===== src/rtl/matmul_pkg.sv =====
// Shared definitions for the matrix-multiply datapath.
// Used by the address sequencer, dram_control and the MAC unit.
package matmul_pkg;

   typedef enum logic [2:0] {
      IDLE     = 3'd0,
      RD_A     = 3'd1,
      RD_B     = 3'd2,
      WAIT_MAC = 3'd3,
      WR_C     = 3'd4,
      DONE     = 3'd5
   } state_t;

   localparam int         DEFAULT_ADDR_W = 8;
   localparam logic [7:0] DEFAULT_A_BASE = 8'h00;
   localparam logic [7:0] DEFAULT_B_BASE = 8'h40;
   localparam logic [7:0] DEFAULT_C_BASE = 8'h80;

endpackage


===== src/rtl/matmul_addr_seq_if.sv =====
// Control and address bus between the address sequencer and its consumers
// (dram_control, MAC unit, and the block that issues start).
interface matmul_addr_seq_if
   import matmul_pkg::*;
#(
   parameter int ADDR_W = DEFAULT_ADDR_W
);
   logic              start;
   logic              stall;
   logic              mac_done;
   logic [ADDR_W-1:0] address;
   logic              write_en;
   logic              rd_valid;
   logic              operand_sel;
   logic              acc_clear;
   logic              k_last;
   logic              busy;
   logic              done;

   modport master (
      input  start, stall, mac_done,
      output address, write_en, rd_valid, operand_sel, acc_clear, k_last, busy, done
   );

   modport slave (
      output start, stall, mac_done,
      input  address, write_en, rd_valid, operand_sel, acc_clear, k_last, busy, done
   );
endinterface


===== src/rtl/matmul_idx_counter.sv =====
// Nested i/j/k index counter: k is the dot-product index, j the column and
// i the row of the output element. Each index wraps at exactly N-1.
module matmul_idx_counter #(
   parameter int N     = 4,
   parameter int IDX_W = (N > 1) ? $clog2(N) : 1
)(
   input  logic             clk,
   input  logic             rst,
   input  logic             inc_k,
   input  logic             inc_ij,
   input  logic             clr,
   output logic [IDX_W-1:0] i,
   output logic [IDX_W-1:0] j,
   output logic [IDX_W-1:0] k,
   output logic             k_last,
   output logic             ij_last
);

   localparam logic [IDX_W-1:0] LAST = IDX_W'(N - 1);

   assign k_last  = (k == LAST);
   assign ij_last = (i == LAST) && (j == LAST);

   // Advancing to the next element always restarts the dot product at k=0
   always_ff @(posedge clk or posedge rst) begin
      if (rst) begin
         i <= '0;
         j <= '0;
         k <= '0;
      end else if (clr) begin
         i <= '0;
         j <= '0;
         k <= '0;
      end else if (inc_ij) begin
         k <= '0;
         if (j == LAST) begin
            j <= '0;
            i <= (i == LAST) ? '0 : i + IDX_W'(1);
         end else begin
            j <= j + IDX_W'(1);
         end
      end else if (inc_k) begin
         k <= (k == LAST) ? '0 : k + IDX_W'(1);
      end
   end

endmodule


===== src/rtl/matmul_addr_seq.sv =====
// Address sequencer for C = A x B: interleaved A-row/B-column operand reads,
// a wait for the MAC result, then one write of each C element.
module matmul_addr_seq
   import matmul_pkg::*;
#(
   parameter int                N      = 4,
   parameter int                ADDR_W = DEFAULT_ADDR_W,
   parameter logic [ADDR_W-1:0] A_BASE = ADDR_W'(DEFAULT_A_BASE),
   parameter logic [ADDR_W-1:0] B_BASE = ADDR_W'(DEFAULT_B_BASE),
   parameter logic [ADDR_W-1:0] C_BASE = ADDR_W'(DEFAULT_C_BASE)
)(
   input  logic                clk,
   input  logic                rst,
   matmul_addr_seq_if.master   bus
);

   localparam int IDX_W = (N > 1) ? $clog2(N) : 1;

   state_t            state, next_state;
   logic [IDX_W-1:0]  i, j, k;
   logic              k_at_last, ij_at_last;
   logic              inc_k, inc_ij, clr;
   logic [ADDR_W-1:0] i_a, j_a, k_a, n_a;
   logic [ADDR_W-1:0] a_addr, b_addr, c_addr;

   matmul_idx_counter #(
      .N     (N),
      .IDX_W (IDX_W)
   ) u_idx (
      .clk     (clk),
      .rst     (rst),
      .inc_k   (inc_k),
      .inc_ij  (inc_ij),
      .clr     (clr),
      .i       (i),
      .j       (j),
      .k       (k),
      .k_last  (k_at_last),
      .ij_last (ij_at_last)
   );

   // Row-major addressing; products and sums wrap at ADDR_W bits
   assign i_a    = ADDR_W'(i);
   assign j_a    = ADDR_W'(j);
   assign k_a    = ADDR_W'(k);
   assign n_a    = ADDR_W'(N);
   assign a_addr = A_BASE + i_a * n_a + k_a;
   assign b_addr = B_BASE + k_a * n_a + j_a;
   assign c_addr = C_BASE + i_a * n_a + j_a;

   always_ff @(posedge clk or posedge rst) begin
      if (rst) state <= IDLE;
      else     state <= next_state;
   end

   always_comb begin
      next_state      = state;
      inc_k           = 1'b0;
      inc_ij          = 1'b0;
      clr             = 1'b0;
      bus.address     = '0;
      bus.write_en    = 1'b0;
      bus.rd_valid    = 1'b0;
      bus.operand_sel = 1'b0;
      bus.acc_clear   = 1'b0;
      bus.k_last      = 1'b0;
      bus.busy        = (state != IDLE);
      bus.done        = 1'b0;

      case (state)
         IDLE: begin
            if (bus.start) begin
               clr        = 1'b1;
               next_state = RD_A;
            end
         end
         RD_A: begin
            bus.address   = a_addr;
            bus.rd_valid  = 1'b1;
            bus.acc_clear = (k == '0);
            if (!bus.stall) next_state = RD_B;
         end
         RD_B: begin
            bus.address     = b_addr;
            bus.rd_valid    = 1'b1;
            bus.operand_sel = 1'b1;
            bus.k_last      = k_at_last;
            if (!bus.stall) begin
               if (k_at_last) begin
                  next_state = WAIT_MAC;
               end else begin
                  inc_k      = 1'b1;
                  next_state = RD_A;
               end
            end
         end
         WAIT_MAC: begin
            if (bus.mac_done) next_state = WR_C;
         end
         // A stalled write keeps write_en and the address stable until accepted
         WR_C: begin
            bus.address  = c_addr;
            bus.write_en = 1'b1;
            if (!bus.stall) begin
               inc_ij     = 1'b1;
               next_state = ij_at_last ? DONE : RD_A;
            end
         end
         DONE: begin
            bus.done   = 1'b1;
            clr        = 1'b1;
            next_state = IDLE;
         end
         default: begin
            next_state = IDLE;
         end
      endcase
   end

endmodule


===== src/flat_wrapper.sv =====
// flat-port wrapper written by rule: the top's interface ports become plain ports
module matmul_addr_seq_flat import matmul_pkg::*;
#(
   parameter int                N      = 4,
   parameter int                ADDR_W = DEFAULT_ADDR_W,
   parameter logic [ADDR_W-1:0] A_BASE = ADDR_W'(DEFAULT_A_BASE),
   parameter logic [ADDR_W-1:0] B_BASE = ADDR_W'(DEFAULT_B_BASE),
   parameter logic [ADDR_W-1:0] C_BASE = ADDR_W'(DEFAULT_C_BASE)
)
  (clk, rst, bus_start, bus_stall, bus_mac_done, bus_address, bus_write_en, bus_rd_valid, bus_operand_sel, bus_acc_clear, bus_k_last, bus_busy, bus_done);
  matmul_addr_seq_if #(.ADDR_W(ADDR_W)) bus_i ();
  input  logic clk;
  input  logic rst;
  input wire logic [$bits(bus_i.start)-1:0] bus_start;
  input wire logic [$bits(bus_i.stall)-1:0] bus_stall;
  input wire logic [$bits(bus_i.mac_done)-1:0] bus_mac_done;
  output wire logic [$bits(bus_i.address)-1:0] bus_address;
  output wire logic [$bits(bus_i.write_en)-1:0] bus_write_en;
  output wire logic [$bits(bus_i.rd_valid)-1:0] bus_rd_valid;
  output wire logic [$bits(bus_i.operand_sel)-1:0] bus_operand_sel;
  output wire logic [$bits(bus_i.acc_clear)-1:0] bus_acc_clear;
  output wire logic [$bits(bus_i.k_last)-1:0] bus_k_last;
  output wire logic [$bits(bus_i.busy)-1:0] bus_busy;
  output wire logic [$bits(bus_i.done)-1:0] bus_done;
  assign bus_i.start = bus_start;
  assign bus_i.stall = bus_stall;
  assign bus_i.mac_done = bus_mac_done;
  assign bus_address = bus_i.address;
  assign bus_write_en = bus_i.write_en;
  assign bus_rd_valid = bus_i.rd_valid;
  assign bus_operand_sel = bus_i.operand_sel;
  assign bus_acc_clear = bus_i.acc_clear;
  assign bus_k_last = bus_i.k_last;
  assign bus_busy = bus_i.busy;
  assign bus_done = bus_i.done;
  matmul_addr_seq #(.N(N), .ADDR_W(ADDR_W), .A_BASE(A_BASE), .B_BASE(B_BASE), .C_BASE(C_BASE)) u_core (.clk(clk), .rst(rst), .bus(bus_i));
endmodule

===== config.mk =====
export PLATFORM = sky130hd
export DESIGN_NAME = matmul_addr_seq_flat
export DESIGN_NICKNAME = d
export VERILOG_FILES = /design/src/rtl/matmul_pkg.sv /design/src/rtl/matmul_addr_seq_if.sv /design/src/rtl/matmul_idx_counter.sv /design/src/rtl/matmul_addr_seq.sv /design/src/flat_wrapper.sv
export SDC_FILE = /design/constraint.sdc
export NUM_CORES = 1
export LEC_CHECK = 0
export CELL_PAD_IN_SITES_DETAIL_PLACEMENT = 1
export CELL_PAD_IN_SITES_GLOBAL_PLACEMENT = 2
export CORE_AREA = 2 2 79 43
export CTS_CLUSTER_DIAMETER = 100
export DETAILED_ROUTE_END_ITERATION = 8
export DIE_AREA = 0 0 81 45
export GPL_TIMING_DRIVEN = 0
export PLACE_DENSITY_LB_ADDON = 0.1
export RECOVER_POWER = 25
export SYNTH_ARGS = -nofsm -noshare
export SYNTH_HDL_FRONTEND = slang
export SYNTH_SLANG_ARGS = --single-unit

===== constraint.sdc =====
create_clock -name clk -period 2.9 [get_ports clk]
set_clock_uncertainty 0.2 [all_clocks]
set_input_delay 0.87 -clock clk [delete_from_list [all_inputs] [get_ports clk]]
set_output_delay 0.87 -clock clk [all_outputs]
set_load 0.005 [all_outputs]

==> run_1/clk_routes.png <==
Bar = 20 µm.
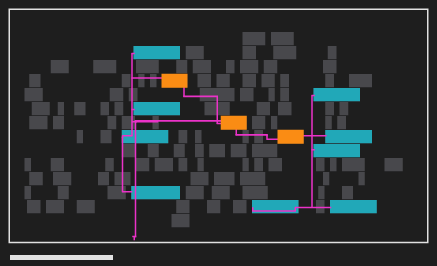
[clock wires] magenta | length: 166 µm
[clock drivers] orange | count: 3
[flip-flops] cyan | count: 9
routed clock nets: 4
Clk pwr share: 16.9%
Clk. pwr: 0.146 mW

==> run_1/flops_by_reg.png <==
Bar = 20 µm. Other sequential cells in the stronger grey, the rest of the logic in the fainter grey.
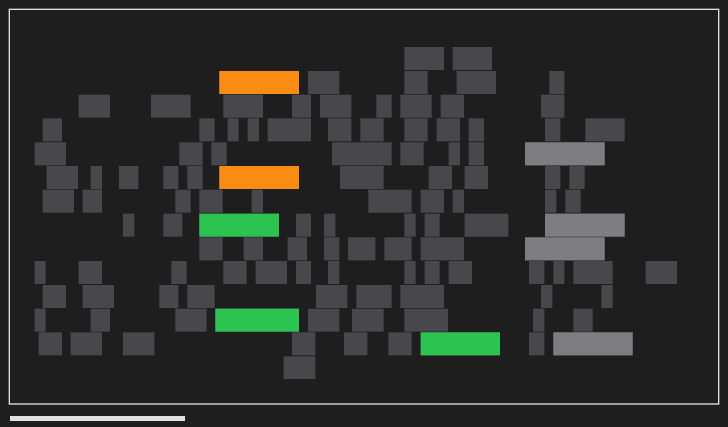
| netlist name | colour | flops |
|---|---|---|
| u_core.state | green | 3 |
| u_core.u_idx.k | orange | 2 |

==> run_1/placement.png <==
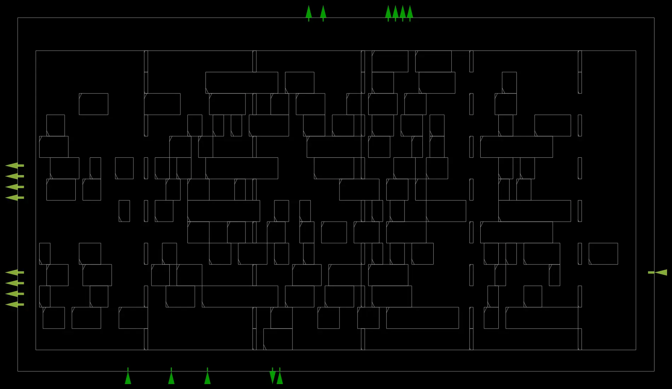
Util after Layout: 37.39%
site row count: 14
fraction of area in registers: 20.83%
core box area: 2908 µm²

==> run_1/sizes.png <==
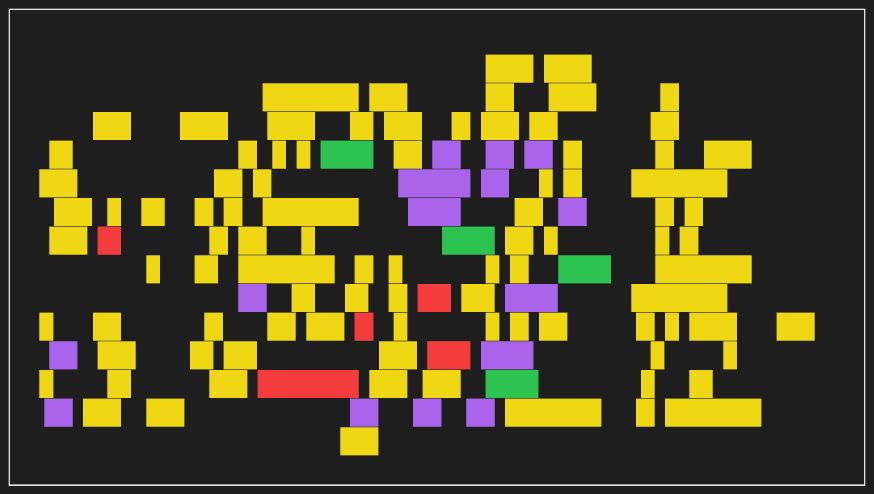
| size | colour | cells |
|---|---|---|
| _0 and _1 cells | yellow | 92 |
| _6 and larger | green | 4 |
| _2 cells | red | 5 |
| _3 and _4 cells | purple | 15 |
layout overhead on the synthesized area: 53.26%
Final Cell Area: 1087 µm²
Final Worst Setup Slack: 0.05448 ns
bufs w/o clock: 30

[run 1: how the worst min path moves through the flow]
stage                      startpoint  cells after the start                end  slack (ns)
finish              u_core.u_idx.j[1]                      2  u_core.u_idx.j[1]        0.39
global route        u_core.u_idx.j[1]                      2  u_core.u_idx.j[1]        0.43
CTS                 u_core.u_idx.j[1]                      2  u_core.u_idx.j[1]        0.39
detailed placement  u_core.u_idx.j[1]                      2  u_core.u_idx.j[1]        0.39
global placement    u_core.u_idx.j[1]                      2  u_core.u_idx.j[1]        0.38
floorplan           u_core.u_idx.j[1]                      2  u_core.u_idx.j[1]        0.34
[run 1: cell usage after synthesis (all sizes together) (2+ instances only)]
| master | number |
|---|---|
| or3 | 3 |
| o21ai | 11 |
| nor2b | 4 |
| a21oi | 5 |
| nand2 | 8 |
| and3 | 2 |
| nand3 | 3 |
| ha | 4 |
| nor3b | 2 |
| clkbuf | 3 |
| dfrtp | 9 |
| nor2 | 2 |
| inv | 6 |
| buf | 3 |
| mux2i | 2 |
| a22oi | 6 |
[run 1: layout make-up]
class / count / area [µm²]
Buffer: 6 / 48.80
Clock buffer: 4 / 45.04
Fill cell: 361 / 1821
Inverter: 6 / 22.52
Multi-Input combinational cell: 67 / 464.2
Sequential cell: 9 / 226.5
Tap cell: 40 / 50.05
Timing Repair Buffer: 24 / 230.2
[run 1: power by group through the flow]
stage / Combinational [mW] / Sequential [mW] / Clock (mW)
6_report: 0.524 / 0.196 / 0.146
5_1_grt: 0.577 / 0.203 / 0.160
4_1_cts: 0.491 / 0.196 / 0.154
3_5_place_dp: 0.410 / 0.201 / 0
3_3_place_gp: 0.402 / 0.197 / 0
2_1_floorplan: 0.239 / 0.184 / 0
[run 1: what timing repair did]
item / in CTS / in global routing
buffers inserted: 3 / 4
endpoints found under the setup margin: 13 / 9
pin swaps: 1 / 1
hold endpoints to repair: 0 / 0
gates resized: 14 / 9
[run 1: sequential cells by signal, summed over array words and instances (netlist names)]
signal,cells
u_core.state,3
u_core.u_idx.i,2
u_core.u_idx.j,2
u_core.u_idx.k,2
[run 1: worst reg2reg max path, delay by kind of cell (launching register included)]
| family | cells | cell delay, ns |
|---|---|---|
| AOI/OAI and AO/OA | 1 | 0.16 |
| DFF | 1 | 0.39 |
| buffers and inverters | 1 | 0.16 |
| and+or+nand+nor | 2 | 0.99 |
[run 1: through the flow]
stage	cells	worst slack [ns]	cell area [µm²]	util (%)
floorplan	88	0.6149	713.2	-
global placement	145	-0.1006	933.4	32.10
detailed placement	145	-0.2091	933.4	32.10
CTS	152	0.03757	1044	35.89
global route	156	-0.03467	1087	37.39
finish	156	0.05448	1087	37.39
[run 1: per-layer routing]
layer  share of wire [%]  GRT usage, %  up-vias
met3                 4.2         3.200        2
met5                   0             0        -
li1                    -             -      366
met4                0.98         5.085        0
met2                  47         24.30       23
met1                  48         18.45      367
[run 1: cells by family (layout without fill, tap and decap cells)]
group / Yosys count / after routing / synth area share (%)
buf+inv: 12 / 40 / 7.406
mux: 3 / 3 / 4.409
compound gates: 26 / 26 / 22.40
flops: 9 / 9 / 31.75
fa+ha+maj: 4 / 4 / 7.055
other cells: 1 / 2 / 0.5286
simple gates: 32 / 32 / 26.46
==> run_results.csv, run 1 <==
group,metric,value,unit
sta,fin_crit,2.846,ns
sta,finalCritPeriodShare,98.12,%
worst_setup_path,crit_type,"flip-flop to output port",
power,p_comb_share,60.5,%
clocking,cts.sinks,9,
yosys,synth-async-reset-ratio,100.0,%
worst_setup_path,worstReg2RegStart,"u_core.state[1]",
worst_hold_path,worst_hold_path_type,"flip-flop to flip-flop",
routing,post-route-drc-count,0,
worst_setup_path,rr_worst_depth,4,
routing,vias,758,
global_routing,grt_max_degree,11,
global_routing,antenna_found_initial,0,
worst_setup_path,required,1.83,ns
worst_setup_path,crit_family,"buffers and inverters",
worst_setup_path,critPathBufInv,2,
power,cellPowerDensity,796.5,nW/µm²
outcome,status,"completed",
placed_design,portBuffers,17,
placed_design,place.gp.congestion,0.6983,
power,p_total,0.8660,mW
yosys,synth_cell_type_count,31,
sta,fmax,351.4,MHz
yosys,yosysTopAreaCellShare,31.75,%
yosys,largest_area_cell,"dfrtp_1",
worst_setup_path,timing.critical_path.from,"u_core.state[1]",
clocking,clk_path_buf_depth,2,
worst_setup_path,critPathSlowestCell,"clkdlybuf4s50_1",
routing,drt_pass1_iterations,4,
yosys,ys_ff,9,
global_routing,grtUsageTotal,14.37,%
routing,ant_nets,0,
worst_setup_path,cp_slowest_stage_delay,0.52,ns
worst_setup_path,critPathCapture,"bus_address[0]",
clocking,cts_buffers,3,
sta,tns,0,ns
sta,worst_pin_slew,0.5485,ns
yosys,edf_count,0,
clocking,cts.reportedPaths.clkPinSlew,0.05,ns
job,warning_count,27,
cells_and_area,nets,126,
clocking,clock_latency,0.23,ns
global_routing,overflow,0,
yosys,ys_seq_share,31.75,%
worst_setup_path,start_kind,"flip-flop",
worst_setup_path,rrSetupSlack,0.91,ns
yosys,synth_area,709.4,µm²
placed_design,dp_hpwl,1708,µm
cells_and_area,lay_top_cells,"13 x clkdlybuf4s50_1, 9 x buf_4, 8 x o21ai_0, 8 x nand2_1, 8 x dfrtp_1",
clocking,cts-root-buf,"clkbuf_8",
cells_and_area,drive_gt1_share,20.69,%
yosys,synthTopCellsByArea,"dfrtp_1 32%, o21ai_0 7.8%, ha_1 7.1%, a22oi_1 6.3%, nand2_1 4.2%",
yosys,syn_area_per_cell,8.154,µm²
global_routing,grt_pass1_vias,786,
power,p_leak,0.5182,nW
floorplan,die_h,45,µm
worst_setup_path,r2r-end,"u_core.u_idx.i[0]",
yosys,synth_cells,87,
routing,wl,2246,µm
sta,slew_violations,0,
power,ir_worst_vdd,0.0002208,V
cells_and_area,antennaDiodeCount,0,
power,p_sw,0.3298,mW
worst_setup_path,worst-path-max-fanout,5,
yosys,yosys_area,709.4,µm²
yosys,ys_warn_count,0,
routing,drt-wirelength-per-cell,14.40,µm
routing,drt_iter0_drc,30,
sta,setup_violations,0,
job,cap_viol_max_count,0,
power,swShare,38.09,%
sta,slew_headroom,62.92,%
sta,hold_slack,0.3925,ns
worst_setup_path,cp-end-kind,"output port",
power,intPower,0.5362,mW
worst_setup_path,path_depth,5,
floorplan,die-area,3645,µm²
floorplan,io_pins,20,
sta,hold_viol,0,
routing,routed_via_density,4.859,
clocking,cts_max_level,1,
floorplan,die_width,81,µm
worst_setup_path,path_cells,"buf_4 > nor3b_4 > nand2_1 > o21ai_0 > clkdlybuf4s50_1",
floorplan,core_util_floorplan,24.40,%
worst_setup_path,arrival,1.78,ns
yosys,yosys_cells,87,
power,seqPwrFrac,22.6,%
cells_and_area,layout_top_cell,"clkdlybuf4s50_1",
clocking,cts_hold_buf,0,
clocking,cts_tree,"yes",
==> run_1/metal_density.png <==
16 x 9 tiles, from dark blue (low) to red (high), scaled to the fullest tile. Values are wire area over tile area, all layers added.
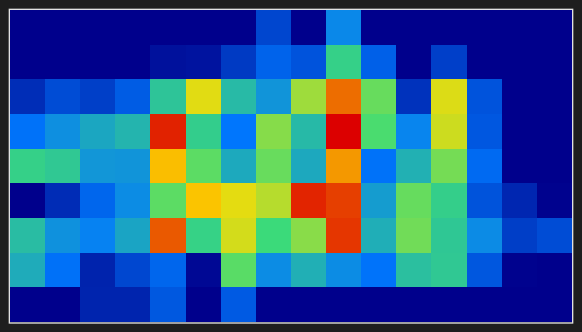

## Run 2: what changed since run 1
clock period = 3.6 ns   (was 2.9 ns; I/O delays follow)
==> run_2/metal_density.png <==
16 x 9 tiles, from dark blue (low) to red (high), scaled to the fullest tile. Values are wire area over tile area, all layers added.
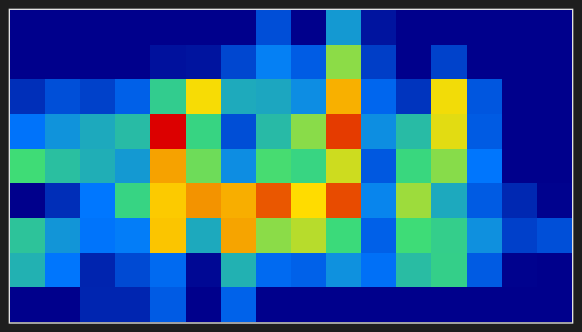
densest ninth of the die: centre
nearly empty tiles: 31%
tiles over half the peak: 18%
fullest tile: 0.34
mean over tiles: 0.090
DRT Wirelength: 2134 µm
vias post-DR: 728
Total Routing Usage GR: 13.62%
WL/cell: 14.42 µm

==> run_2/placement.png <==
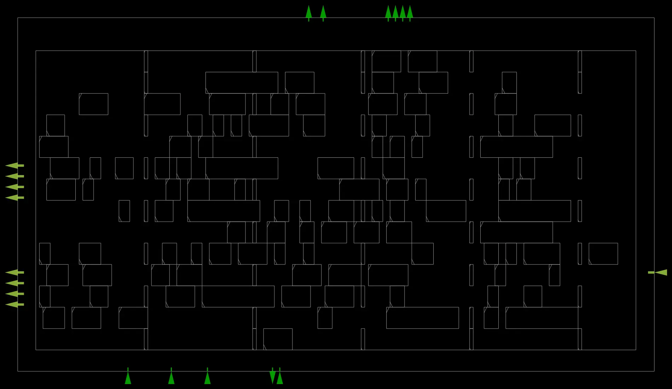
fraction of area in registers: 22.84%
Fillers: 363
Layout Cells excl Fill: 148
Util after Layout: 33.91%
Flops: 9

==> run_results.csv, run 2 <==
group,metric,value,unit
worst_setup_path,critPathSlowestCell,"clkdlybuf4s50_1",
worst_setup_path,critPathBufInv,2,
yosys,ys_seq_share,31.75,%
clocking,cts_max_level,1,
floorplan,rows,14,
routing,routed_via_density,4.919,
floorplan,die_h,45,µm
outcome,status,"completed",
worst_setup_path,worst-path-max-fanout,10,
cells_and_area,largest_reg_flops,3,
global_routing,grt_pass1_vias,752,
job,warning_count,27,
sta,fmax,296.7,MHz
job,cap_viol_max_count,0,
worst_hold_path,worst_hold_path_type,"flip-flop to flip-flop",
clocking,cts.repair.resized,0,
worst_setup_path,crit_family,"buffers and inverters",
cells_and_area,top_register,"u_core.state",
power,p_total,0.6095,mW
sta,hold_slack,0.3845,ns
clocking,cts-root-buf,"clkbuf_8",
clocking,cts_tree,"yes",
clocking,cts_buffers,3,
placed_design,place.gp.congestion,0.6983,
floorplan,design.core.area,2908,µm²
sta,worst_pin_slew,0.5412,ns
routing,post-route-drc-count,0,
cells_and_area,lay_top_cells,"16 x clkdlybuf4s50_1, 11 x o21ai_0, 9 x dfrtp_1",
power,p_sw,0.2424,mW
yosys,syn_area_per_cell,8.154,µm²
sta,finalCritPeriodShare,93.61,%
power,p_comb_share,51.4,%
floorplan,core_util_floorplan,24.40,%
power,p_leak,0.4039,nW
yosys,edf_count,0,
routing,drt_iter0_drc,15,
worst_setup_path,rr_worst_depth,3,
worst_setup_path,cp_slowest_stage_delay,0.54,ns
floorplan,die_width,81,µm
placed_design,portBuffers,17,
worst_setup_path,worstReg2RegStart,"u_core.state[0]",
clocking,cts_hold_buf,0,
clocking,clock_latency,0.23,ns
clocking,cts_setup_buffers,0,
worst_setup_path,arrival,2.09,ns
worst_setup_path,r2r-end,"u_core.u_idx.i[0]",
yosys,ys_warn_count,0,
power,cellPowerDensity,618.2,nW/µm²
yosys,synth_cell_type_count,31,
cells_and_area,antennaDiodeCount,0,
worst_setup_path,path_cells,"clkbuf_2 > nor2b_2 > a22oi_1 > o21ai_0 > clkdlybuf4s50_1",
yosys,ys_ff,9,
clocking,cts.reportedPaths.clkPinSlew,0.05,ns
cells_and_area,syn2layout_area_growth,38.98,%
yosys,yosys_cells,87,
power,intPower,0.3671,mW
clocking,cts.sinks,9,
global_routing,antenna_found_initial,0,
yosys,top_cells_by_count,"11 x o21ai_0, 9 x dfrtp_1, 8 x nand2_1",
placed_design,dp_hpwl,1708,µm
clocking,clk_path_buf_depth,2,
==> run 2: cell counts after synthesis <==
Identical to the previous run, type by type.
==> run 2: power groups by stage <==
stage	clock [mW]	combinational, mW	sequential, mW
finish	0.118	0.313	0.178
global route	0.129	0.354	0.184
CTS	0.124	0.331	0.161
detailed placement	0	0.330	0.162
global placement	0	0.324	0.159
floorplan	0	0.193	0.149
==> run 2: metal layers <==
| layer | vias up | GRT usage [%] | routed length [µm] |
|---|---|---|---|
| li1 | 350 | - | - |
| met1 | 361 | 18.08 | 1034 |
| met2 | 15 | 21.98 | 1008 |
| met3 | 2 | 3.200 | 68 |
| met4 | 0 | 5.085 | 22 |
| met5 | - | 0 | 0 |
==> run 2: worst min path at each step <==
| stage | from | depth (start not counted) | endpoint | slack (ns) |
|---|---|---|---|---|
| 4_1_cts | u_core.u_idx.j[1] | 2 | u_core.u_idx.j[1] | 0.39 |
| 2_1_floorplan | u_core.u_idx.j[1] | 2 | u_core.u_idx.j[1] | 0.34 |
| 6_report | u_core.u_idx.j[1] | 2 | u_core.u_idx.j[1] | 0.38 |
| 5_1_grt | u_core.u_idx.j[1] | 2 | u_core.u_idx.j[1] | 0.43 |
| 3_3_place_gp | u_core.u_idx.j[1] | 2 | u_core.u_idx.j[1] | 0.38 |
| 3_5_place_dp | u_core.u_idx.j[1] | 2 | u_core.u_idx.j[1] | 0.39 |
==> run 2: per-stage QoR <==
step                cell area, µm²  setup slack [ns]
floorplan                    713.2             1.105
global placement             933.4            0.3894
detailed placement           933.4            0.2809
CTS                          978.4           0.01025
global route                 985.9           0.04970
finish                       985.9            0.2300
==> run 2: layout make-up <==
cell class | instances | area [µm²]
Sequential cell | 9 | 225.2
Buffer | 5 | 27.53
Fill cell | 363 | 1922
Multi-Input combinational cell | 67 | 445.4
Inverter | 6 | 22.52
Timing Repair Buffer | 17 | 170.2
Tap cell | 40 | 50.05
Clock buffer | 4 | 45.04
==> run 2: worst min-delay path: cells and delay by family (launching register included) <==
| kind | cells | cell delay (ns) |
|---|---|---|
| AOI/OAI and AO/OA | 1 | 0.06 |
| and+or+nand+nor | 1 | 0.07 |
| DFF | 1 | 0.41 |
==> run 2: cells by family after synthesis <==
logic type	count (synthesis)	share of synthesized area, %
DFF	9	31.75
muxes	3	4.409
AOI/OAI and AO/OA	26	22.40
buffers and inverters	12	7.406
and+or+nand+nor	32	26.46
adders and majority gates	4	7.055
other	1	0.5286
==> run_2/clk_routes.png <==
Bar = 20 µm.
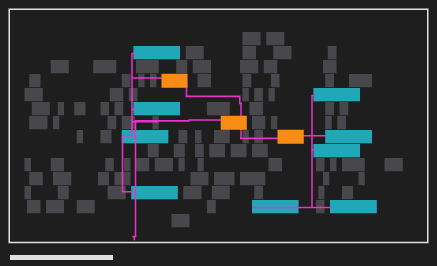

## Run 3: what changed since run 2
CORE_AREA = 5 5 82 46   (was 2 2 79 43)
DIE_AREA = 0 0 87 51   (was 0 0 81 45)
==> run_3/clk_routes.png <==
Bar = 20 µm.
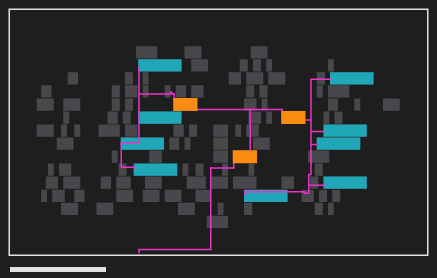
[clock wires] magenta | length: 170 µm
[flip-flops] cyan | count: 9
[clock drivers] orange | count: 3
routed clock nets: 4

==> run_results.csv, run 3 <==
group,metric,value,unit
yosys,top_cells_by_count,"11 x o21ai_0, 9 x dfrtp_1, 8 x nand2_1",
clocking,clock_latency,0.24,ns
job,cap_viol_max_count,0,
yosys,fa_ha_area_share,7.055,%
cells_and_area,fin_cells,149,
yosys,yosysTopAreaCellShare,31.75,%
routing,routed_via_density,4.993,
worst_hold_path,worst_hold_path_type,"flip-flop to flip-flop",
floorplan,io_pins,20,
floorplan,die-area,4437,µm²
clocking,cts.sinks,9,
job,warning_count,27,
cells_and_area,antennaDiodeCount,0,
cells_and_area,top_register,"u_core.state",
yosys,synth-async-reset-ratio,100.0,%
placed_design,place.gp.congestion,0.7789,
yosys,mux_area_share,4.409,%
sta,fmax,286.8,MHz
worst_setup_path,required,2.32,ns
power,clockPowerShare,19.3,%
worst_setup_path,crit_type,"flip-flop to output port",
floorplan,die_h,51,µm
worst_setup_path,start_kind,"flip-flop",
power,p_sw,0.2547,mW
floorplan,rows,14,
sta,setup_ws,0.1129,ns
floorplan,design.core.area,2925,µm²
yosys,synth.most_common_cell,"o21ai_0",
power,p_leak,0.4019,nW
sta,slew_headroom,61.84,%
clocking,cts.reportedPaths.clkPinSlew,0.05,ns
yosys,synth_cell_type_count,31,
global_routing,grt_pass1_vias,804,
clocking,cts_setup_buffers,0,
yosys,ys_ff,9,
routing,drt_pass1_iterations,4,
yosys,syn_area_per_cell,8.154,µm²
power,swShare,40.82,%
routing,drt-wirelength-per-cell,15.68,µm
yosys,ys_sh_xor,0,%
yosys,ys_warn_count,0,
sta,setup_violations,0,
sta,tns,0,ns
clocking,clk_path_buf_depth,2,
sta,hold_viol,0,
power,p_comb_share,54.8,%
clocking,cts_buffers,3,
sta,fin_crit,3.487,ns
global_routing,antenna_found_initial,0,
cells_and_area,layout_top_cell,"clkdlybuf4s50_1",
power,seqPwrFrac,25.9,%
placed_design,dp_hpwl,1854,µm
worst_setup_path,cp_slowest_stage_delay,0.55,ns
sta,slew_violations,0,
clocking,cts_tree,"yes",
sta,worst_pin_slew,0.5644,ns
worst_setup_path,path_cells,"clkbuf_1 > nor2b_2 > a22oi_1 > o21ai_0 > clkdlybuf4s50_1",
worst_setup_path,worst-path-max-fanout,10,
yosys,synth_compound_gate_area_share,22.40,%
cells_and_area,drive_gt1_share,10.09,%
placed_design,portBuffers,17,
worst_setup_path,arrival,2.21,ns
placed_design,dp_cells,145,
cells_and_area,largest_reg_flops,3,
floorplan,die_width,87,µm
worst_setup_path,critPathSlowestCell,"clkdlybuf4s50_1",
power,intPower,0.3693,mW
cells_and_area,nets,119,
yosys,ys_top_logic_family,"simple AND/OR/NAND/NOR gates",
routing,drt_iter0_drc,28,
routing,vias,744,
clocking,cts_hold_buf,0,
clocking,cts_max_level,1,
yosys,edf_count,0,
global_routing,grtUsageTotal,11.54,%
yosys,synth_cells,87,
sta,finalCritPeriodShare,96.86,%
outcome,status,"completed",
==> run_3/sizes.png <==
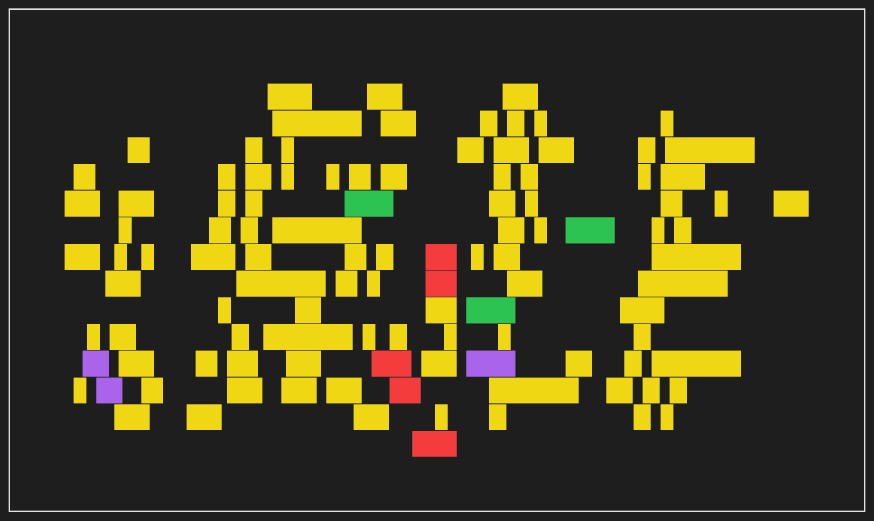
Final Cell Area: 988.4 µm²
bufs w/o clock: 23

## run 3: cell counts after synthesis
Identical to the previous run, type by type.
## run 3: per-stage QoR
stage	cell area, µm²	hold slack [ns]
floorplan	713.2	0.3387
global placement	933.4	0.3710
detailed placement	933.4	0.3968
CTS	978.4	0.4075
global route	988.4	0.4350
finish	988.4	0.4083
## run 3: worst paths after layout
kind	from	end	slack, ns	depth (start not counted)
max	u_core.state[0]	bus_address[0]	0.11	5
min	u_core.u_idx.j[0]	u_core.u_idx.j[0]	0.41	2
min reg2reg	u_core.u_idx.j[0]	u_core.u_idx.j[0]	0.41	2
min in group asynchronous	rst	u_core.u_idx.j[0]	1.06	2
max in group asynchronous	rst	u_core.u_idx.k[0]	1.86	2
max reg2reg	u_core.state[0]	u_core.u_idx.i[1]	1.49	5
## run 3: layer usage
metal  global-route usage [%]  up-vias  part of all wire, %
met1                    14.37      372                   47
met3                    4.334        4                  4.3
met2                    18.89       16                   48
met5                        0        -                    0
li1                         -      352                    -
met4                    3.109        0                  1.2
## run 3: power groups by stage
stage	logic (mW)	clock network, mW	registers, mW
2_1_floorplan	0.193	0	0.149
3_3_place_gp	0.325	0	0.158
3_5_place_dp	0.339	0	0.160
4_1_cts	0.340	0.123	0.159
5_1_grt	0.380	0.129	0.167
6_report	0.342	0.120	0.162
## run 3: critical path, delay by kind of cell (launching register included)
family                 cells  cell delay [ns]
AOI/OAI and AO/OA          2             0.31
buffers and inverters      2             0.94
DFF                        1             0.35
and+or+nand+nor            1             0.36
## run 3: area by class of cell
class,count,area [µm²]
fill,352,1937
multi-input combinational,67,445.4
sequential,9,225.2
timing repair buffer,17,170.2
tap,40,50.05
clock buffer,4,45.04
buffer,6,30.03
inverter,6,22.52
## run 3: cells by family (layout without fill, tap and decap cells)
kind of cell,after synthesis,count (layout)
and+or+nand+nor,32,32
buffers and inverters,12,33
adders and majority gates,4,4
DFF,9,9
AOI/OAI and AO/OA,26,26
other,1,2
muxes,3,3
No activity file was given, so power comes from the tool's default toggle rates.
